Figure 1. Ports around the boundary (run 1).
Pins as bars across the die edge, other pins in gray.
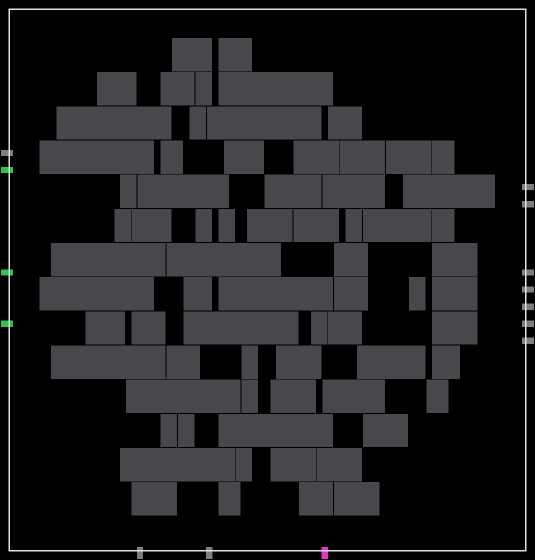
Figure 2. Gate families picked out (run 1).
Scale bar: 10 microns.
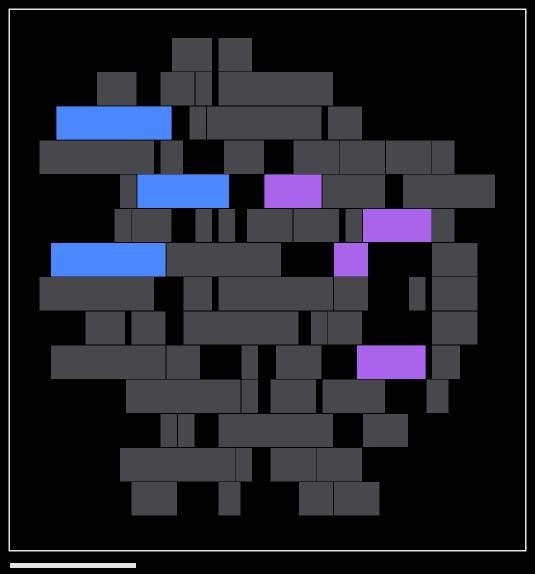
Figure 3. Metal layers overlaid (run 1).
Two of the layers only.
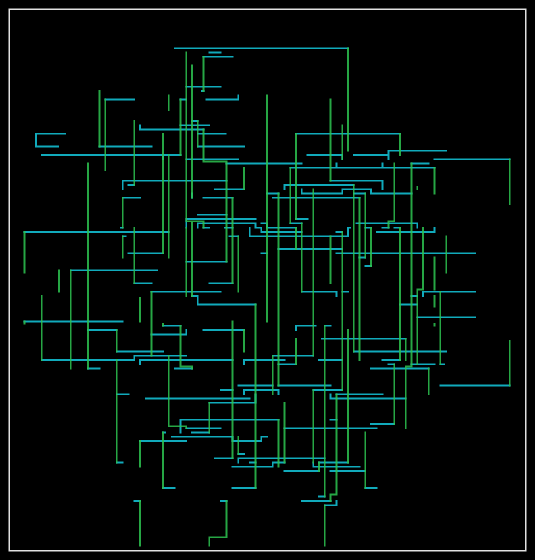
`config.mk`:
```
export PLATFORM = sky130hd
export DESIGN_NAME = delay_pipe
export DESIGN_NICKNAME = d
export VERILOG_FILES = /design/src/rtl/delay_pipe.sv
export SDC_FILE = /design/constraint.sdc
export NUM_CORES = 1
export LEC_CHECK = 0
export CORE_AREA = 2 2 39 41
export DETAILED_ROUTE_END_ITERATION = 8
export DIE_AREA = 0 0 41 43
export GPL_TIMING_DRIVEN = 0
export PLACE_DENSITY = 0.78
export SETUP_SLACK_MARGIN = 0.5
export SYNTH_ARGS = -nofsm -noshare
export SYNTH_HDL_FRONTEND = slang
export SYNTH_SLANG_ARGS = --single-unit
```
`constraint.sdc`:
```
create_clock -name _clock -period 5 [get_ports _clock]
set_clock_uncertainty 0.2 [all_clocks]
set_input_delay 0.75 -clock _clock [delete_from_list [all_inputs] [get_ports _clock]]
set_output_delay 0.75 -clock _clock [all_outputs]
set_load 0.01 [all_outputs]
```
`src/rtl/delay_pipe.sv`:
```
// Multi-channel delay line with a run-time selectable tap, flush, hold and an occupancy count.
// Depth 0 bypasses the storage combinationally; larger selections clamp to MAX_DEPTH.
module delay_pipe #(
   parameter int WIDTH     = 1,
   parameter int NCH       = 1,
   parameter int MAX_DEPTH = 4,
   parameter int NEGEDGE   = 1,
   localparam int DW       = $clog2(MAX_DEPTH + 1),
   localparam int DATA_W   = NCH * WIDTH
) (
   input  logic              _clock,
   input  logic              _reset,
   input  logic              en,
   input  logic              flush,
   input  logic              in_valid,
   input  logic [DATA_W-1:0] in_data,
   input  logic [DW-1:0]     depth_sel,
   output logic              out_valid,
   output logic [DATA_W-1:0] out_data,
   output logic [DW-1:0]     occupancy
);

   logic [MAX_DEPTH-1:0]             valid_q, valid_d;
   logic [MAX_DEPTH-1:0][DATA_W-1:0] data_q, data_d;
   logic [DW-1:0]                    occ_q, occ_d;
   logic [DW-1:0]                    depth_eff;

   always_comb begin
      valid_d = valid_q;
      data_d  = data_q;
      if (flush) begin
         valid_d = '0;
         data_d  = '0;
      end else if (en) begin
         valid_d[0] = in_valid;
         data_d[0]  = in_data;
         for (int i = 1; i < MAX_DEPTH; i++) begin
            valid_d[i] = valid_q[i-1];
            data_d[i]  = data_q[i-1];
         end
      end
      // Occupancy is counted from the next state so it lands on the same edge as the stages.
      occ_d = '0;
      for (int i = 0; i < MAX_DEPTH; i++) begin
         occ_d = occ_d + DW'(valid_d[i]);
      end
   end

   generate
      if (NEGEDGE != 0) begin : g_neg
         always_ff @(negedge _clock or posedge _reset) begin
            if (_reset) begin
               valid_q <= '0;
               data_q  <= '0;
               occ_q   <= '0;
            end else begin
               valid_q <= valid_d;
               data_q  <= data_d;
               occ_q   <= occ_d;
            end
         end
      end else begin : g_pos
         always_ff @(posedge _clock or posedge _reset) begin
            if (_reset) begin
               valid_q <= '0;
               data_q  <= '0;
               occ_q   <= '0;
            end else begin
               valid_q <= valid_d;
               data_q  <= data_d;
               occ_q   <= occ_d;
            end
         end
      end
   endgenerate

   // Tap mux; no stage matches when depth_eff is 0, leaving the bypass defaults in place.
   always_comb begin
      depth_eff = (depth_sel > DW'(MAX_DEPTH)) ? DW'(MAX_DEPTH) : depth_sel;
      out_valid = in_valid;
      out_data  = in_data;
      for (int i = 0; i < MAX_DEPTH; i++) begin
         if (depth_eff == DW'(i + 1)) begin
            out_valid = valid_q[i];
            out_data  = data_q[i];
         end
      end
   end

   assign occupancy = occ_q;

endmodule
```
==> run summary, run 1 <==
flow finished, numbers: outcome=complete, no violations, worst hold path type=flip-flop to flip-flop, Clock-cell share=3.41%, Seq. pwr=~0.094 mW, clk buf depth=2, Vias/cell=roughly 4.7, Post-Route M1 WL=between 400 and 500 microns, Mux area share=17.6%, DRT Pass-1 Iters=1, Biggest consumer=registers, diode count=0, Initial Util=~41%, Syn Std Cell Area=569 sq um, maxcap violations=0, critical path startpoint category=primary input, Seq area share=between 30% and 40%, WP data arrival=between 2 and 2.5 ns, num ports=14, Core ar.=approximately 1400 sq um, top cell category=multi-input combinational cells, Clock group=0.0587 mW, CTS H-tree depth=1, gr ovfl total=0, number of routed nets with antenna violations=0, fin area=about 810 sq um, LEAKAGE=approximately 0.42 nW, final setup fails=0, cts-stage hold buffer count=0, Die Area=approximately 1800 sq um, P_int=approximately 0.14 mW, dominant logic cell type in the layout=dfrtn_1, area leader, netlist=dfrtn_1, Root Driver=clkbuf_4, yosys warns=0, overall power=about 0.19 mW, dpl hpwl=699 microns, first-pass GRT wire length=roughly 1500 microns
Notes on Figure 1 above:
| color | port | pins | direction | edge |
|---|---|---|---|---|
| magenta | in_data | 1 | input | bottom |
| green | occupancy | 3 | output | left |
all pins by edge: 7 right, 4 left, 3 bottom

Notes on Figure 2 above:
| color | family | cells |
|---|---|---|
| purple | inverting AOI/OAI gates | 4 |
| blue | adder and majority cells | 3 |

Notes on Figure 3 above:
| color | layer | wire length |
|---|---|---|
| cyan | met1 | 462 microns |
| green | met2 | 498 microns |

-- run 1: metrics by stage --
step / std cells / util [%] / setup WS [ns] / hold slack [ns]
CTS: 85 / 56.3 / 0.267 / 0.276
floorplan: 49 / - / -0.0170 / 0.247
global placement: 77 / 53.7 / -0.373 / 0.266
finish: 86 / 58.3 / 0.268 / 0.266
global route: 86 / 58.3 / 0.236 / 0.299
detailed placement: 77 / 53.7 / -0.380 / 0.276
-- run 1: how the worst min path moves through the flow --
stage,from,endpoint,slack (ns),depth (start not counted)
floorplan,data_q[3]$_DFFE_NP0P_,data_q[3]$_DFFE_NP0P_,0.25,2
global placement,data_q[3]$_DFFE_NP0P_,data_q[3]$_DFFE_NP0P_,0.27,2
detailed placement,data_q[3]$_DFFE_NP0P_,data_q[3]$_DFFE_NP0P_,0.28,2
CTS,data_q[3]$_DFFE_NP0P_,data_q[3]$_DFFE_NP0P_,0.28,2
global route,data_q[3]$_DFFE_NP0P_,data_q[3]$_DFFE_NP0P_,0.30,2
finish,data_q[3]$_DFFE_NP0P_,data_q[3]$_DFFE_NP0P_,0.27,2
-- run 1: synthesized netlist by cell type, drive strengths merged --
cell / instances
inv: 8
mux2i: 10
dfrtn: 11
buf: 1
ha: 2
nor2b: 2
a211oi: 2
nor2: 6
fa: 1
a221oi: 2
nand2b: 1
or2: 3
-- run 1: sequential cells by signal, indices dropped and copies added, names as in the netlist --
register   flops
occupancy      3
data_q         4
valid_q        4
-- run 1: what timing repair did --
item | CTS | global route
resized | 21 | 5
endpoints found under the setup margin | 8 | 5
pin swaps | 2 | 2
hold endpoints to repair | 0 | 0
setup buffers | 4 | 1
-- run 1: critical path, cell delays in order --
cell	delay (ns)
buf_12	0.11
mux2i_1	0.11
or2_4	0.24
fa_1	0.56
inv_2	0.05
ha_4	0.15
ha_4	0.19
==> inputs of run 2 (changes only) <==
--- a/config.mk
+++ b/config.mk
@@ -5,11 +5,11 @@
 export SDC_FILE = /design/constraint.sdc
 export NUM_CORES = 1
 export LEC_CHECK = 0
-export CORE_AREA = 2 2 39 41
+export CORE_AREA = 2 2 41 43
 export DETAILED_ROUTE_END_ITERATION = 8
-export DIE_AREA = 0 0 41 43
+export DIE_AREA = 0 0 43 45
 export GPL_TIMING_DRIVEN = 0
-export PLACE_DENSITY = 0.78
+export PLACE_DENSITY = 0.74
 export SETUP_SLACK_MARGIN = 0.5
 export SYNTH_ARGS = -nofsm -noshare
 export SYNTH_HDL_FRONTEND = slang
==> constraint.sdc (replaced) <==
create_clock -name _clock -period 4 [get_ports _clock]
set_clock_uncertainty 0.2 [all_clocks]
set_input_delay 0.6 -clock _clock [delete_from_list [all_inputs] [get_ports _clock]]
set_output_delay 0.6 -clock _clock [all_outputs]
set_load 0.01 [all_outputs]
Figure 4. Ports around the boundary (run 2).
Pins as bars across the die edge, other pins in gray.
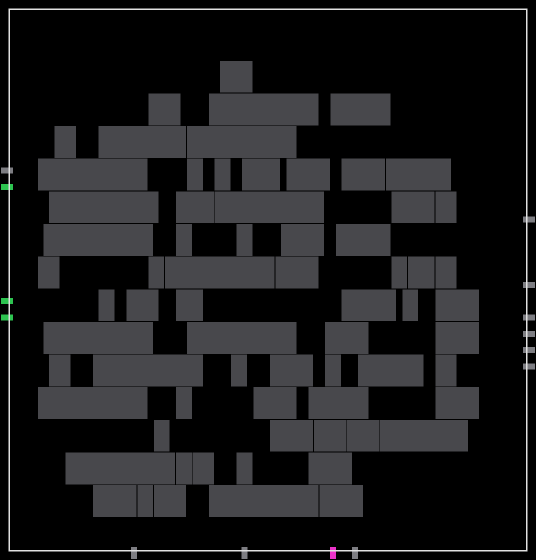
| color | port | pins | direction | edge |
|---|---|---|---|---|
| green | occupancy | 3 | output | left |
| magenta | in_data | 1 | input | bottom |
all pins by edge: 6 right, 4 left, 4 bottom

==> run summary, run 2 <==
flow finished, numbers: Post-Place Cells=77 (unchanged), Syn Std Cell Area=569 sq um (unchanged), critical path startpoint category=primary input, yosys warns=0 (unchanged), Initial Util=38.7% (-2.4 points), Post-synth top cells=dfrtn_1, mux2i_1, inv_1, Core ar.=1470 sq um (+6.3%), Worst Hold Endpoint=data_q[3]$_DFFE_NP0P_, final setup fails=4 (+4), Die Area=1940 sq um (+9.8%), Root Driver=clkbuf_4, LEAKAGE=0.403 nW (-4.6%), Mux area share=17.6% (unchanged), CTS H-tree depth=1 (unchanged), WP data arrival=2.01 ns (-0.15 ns), area leader, netlist=dfrtn_1, worst hold start=data_q[3]$_DFFE_NP0P_, cts-stage hold buffer count=0 (unchanged), Post-synth EDFFs=0 (unchanged), Vias/cell=4.83 (+1.9%), ys async rst share=100% (unchanged), outcome=finished, violations left, hold_ws=0.273 ns (+0.00734 ns), worst hold path type=flip-flop to flip-flop, setup ws final=-0.0803 ns (-0.348 ns), dpl hpwl=770 microns (+10%), Finished Layout Cells=84 (-2.3%), gr ovfl total=0 (unchanged), diode count=0 (unchanged), DRT Pass-1 Iters=2 (+1), Dominant flop cell=dfrtn_1, failing checks=negative setup slack
Figure 5. Metal layers overlaid (run 2).
Two of the layers only.
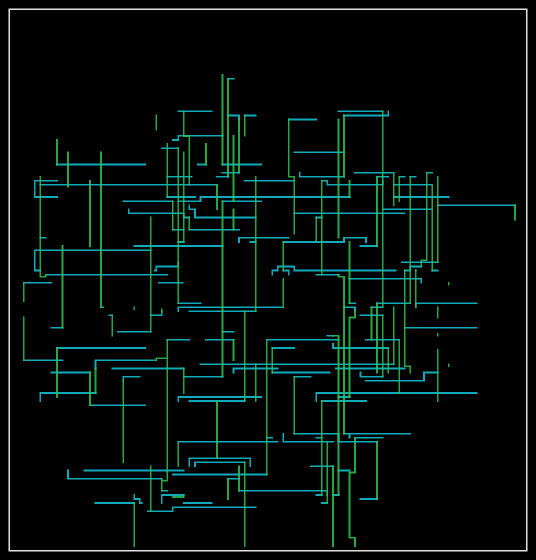
| color | layer | wire length |
|---|---|---|
| cyan | met1 | 498 microns |
| green | met2 | 457 microns |

==> run 2: worst max path at each step <==
stage,end,slack (ns)
final,occupancy[1]$_DFF_NP0_,-0.08
after global routing,out_valid,-0.12
after CTS,occupancy[1]$_DFF_NP0_,-0.1
after detailed placement,occupancy[1]$_DFF_NP0_,-0.75
after global placement,occupancy[1]$_DFF_NP0_,-0.74
after floorplan,occupancy[1]$_DFF_NP0_,-0.37
==> run 2: critical path: stages <==
cell,delay (ns)
buf_12,0.11
mux2i_1,0.11
or2_4,0.24
fa_1,0.56
inv_2,0.05
ha_4,0.15
ha_4,0.20
==> run 2: power breakdown <==
part           switching [mW]  leakage [nW]  internal (mW)
sequential            0.00198         0.151          0.116
combinational          0.0184         0.238         0.0212
clock                  0.0370        0.0150         0.0386
total                  0.0574         0.403          0.175
==> run 2: per-stage QoR <==
stage                     instance area [sq um]  power (mW)  setup WS (ns)
after floorplan                             611       0.140         -0.367
after global placement                      751       0.158         -0.738
after detailed placement                    751       0.158         -0.752
after CTS                                   767       0.234        -0.0976
after global routing                        785       0.245         -0.121
final                                       785       0.233        -0.0803
==> run 2: what timing repair did <==
action,CTS,global route
pin swaps,2,2
cloned,0,0
setup endpoints to repair,10,8
resized,32,2
setup buffers,2,1
==> run 2: area by class of cell <==
class | count | area [sq um]
Inverter | 8 | 30.0
Multi-Input combinational cell | 29 | 305
Fill cell | 142 | 687
Buffer | 1 | 20.0
Tap cell | 16 | 20.0
Timing Repair Buffer | 15 | 108
Sequential cell | 11 | 275
Clock buffer | 4 | 26.3
==> run 2: metal layers <==
metal | GRT usage (%) | vias up | wire length (microns)
li1 | - | 198 | -
met1 | 16.2 | 190 | 497
met2 | 20.3 | 13 | 457
met3 | 1.20 | 5 | 51
met4 | 12.7 | 0 | 42
met5 | 0 | - | 0
==> inputs of run 3 (changes only) <==
--- a/config.mk
+++ b/config.mk
@@ -9,7 +9,7 @@
 export DETAILED_ROUTE_END_ITERATION = 8
 export DIE_AREA = 0 0 43 45
 export GPL_TIMING_DRIVEN = 0
-export PLACE_DENSITY = 0.74
+export PLACE_DENSITY_LB_ADDON = 0.1
 export SETUP_SLACK_MARGIN = 0.5
 export SYNTH_ARGS = -nofsm -noshare
 export SYNTH_HDL_FRONTEND = slang
Figure 6. Metal layers overlaid (run 3).
Two of the layers only.
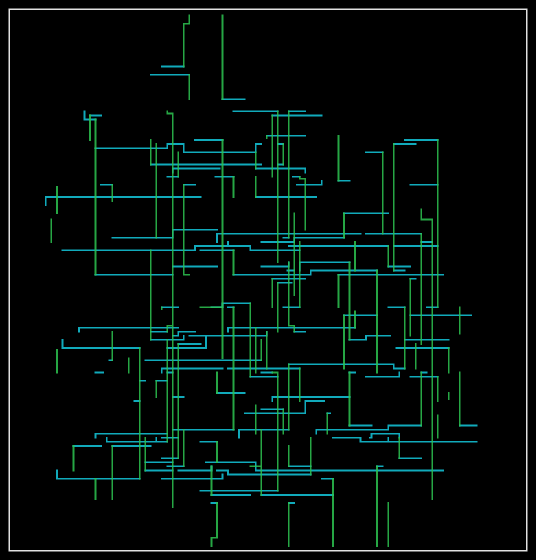
| color | layer | wire length |
|---|---|---|
| cyan | met1 | 486 microns |
| green | met2 | 457 microns |

==> run summary, run 3 <==
flow finished, numbers: outcome=finished, violations left, failing checks=negative setup slack, Post-synth top cells=dfrtn_1, mux2i_1, inv_1, hold_ws=0.277 ns (+0.00378 ns), CP cell instances=buf_12, mux2i_1, or2_4, fa_1, inv_2, ha_4, ha_4, Area after DPL=751 sq um (unchanged), CTS H-tree depth=1 (unchanged), final setup fails=4 (unchanged), Logic area=305 sq um (unchanged), CP dominant cell by count=ha_4, Sequential Area=275 sq um (unchanged), ys async rst share=100% (unchanged), worst hold path type=flip-flop to flip-flop, Dominant flop cell=dfrtn_1, crit-path max cell delay=0.55 ns (about the same), Syn Std Cell Area=569 sq um (unchanged), fin area=815 sq um (+3.8%), Core ar.=1470 sq um (unchanged), Initial Util=38.7% (unchanged), area leader, netlist=dfrtn_1, overall power=0.234 mW (+0.36%), Post-Place Cells=77 (unchanged), DRT Pass-1 Iters=2 (unchanged), Mux area share=17.6% (unchanged), Layout fillers=144 (+1.4%), critical path's slowest cell=fa_1, cts repair resizes=33 (+3.1%), Vias/cell=4.74 (-2.0%), setup ws final=-0.0868 ns (-0.00649 ns), cts-stage hold buffer count=0 (unchanged)
Figure 7. Gate families picked out (run 3).
Scale bar: 10 microns.
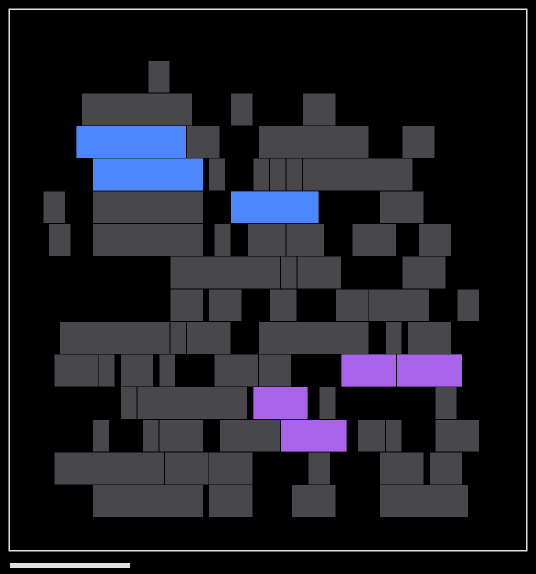
| color | family | cells |
|---|---|---|
| blue | adder and majority cells | 3 |
| purple | inverting AOI/OAI gates | 4 |

-- run 3: report_power, final --
group	switching, mW	internal [mW]	leakage, nW	total [mW]
registers	0.00190	0.116	0.151	0.117
clock network	0.0351	0.0386	0.0150	0.0736
logic	0.0188	0.0237	0.257	0.0425
-- run 3: final timing paths --
check / from / end / slack, ns
worst max-delay path: en / occupancy[1]$_DFF_NP0_ / -0.09
worst min-delay path: data_q[3]$_DFFE_NP0P_ / data_q[3]$_DFFE_NP0P_ / 0.28
worst max register to register: valid_q[0]$_DFF_NP0_ / occupancy[1]$_DFF_NP0_ / 1.88
worst min register to register: data_q[3]$_DFFE_NP0P_ / data_q[3]$_DFFE_NP0P_ / 0.28
max in group asynchronous: _reset / valid_q[0]$_DFF_NP0_ / 0.98
min in group asynchronous: _reset / data_q[2]$_DFFE_NP0P_ / 2.30
-- run 3: routing by layer --
layer / share of wire [%] / wire length, microns / global-route usage (%)
met1: 48 / 485 / 18.7
met4: 0.79 / 8 / 7.27
met3: 5.6 / 56 / 3.60
met5: 0 / 0 / 0
met2: 45 / 456 / 18.5
-- run 3: cell families (layout without fill, tap and decap cells) --
logic type,count (synthesis),in the layout
fa+ha+maj,3,3
compound gates,4,4
simple gates,12,12
buf+inv,9,32
mux,10,10
flops,11,11
-- run 3: final cells by class --
class / count / area share, %
buffer: 1 / 2.46
clock buffer: 4 / 3.23
inverter: 8 / 3.69
multi-input combinational: 29 / 37.5
sequential: 11 / 33.8
tap: 16 / 2.46
timing repair buffer: 19 / 16.9
-- run 3: worst max-delay path, delay by kind of cell --
kind          cells  cell delay, ns
fa+ha+maj         3            0.89
buf+inv           2            0.16
mux               1            0.11
simple gates      1            0.24
Power figures rest on the tool's default switching activity, not on a simulated workload.
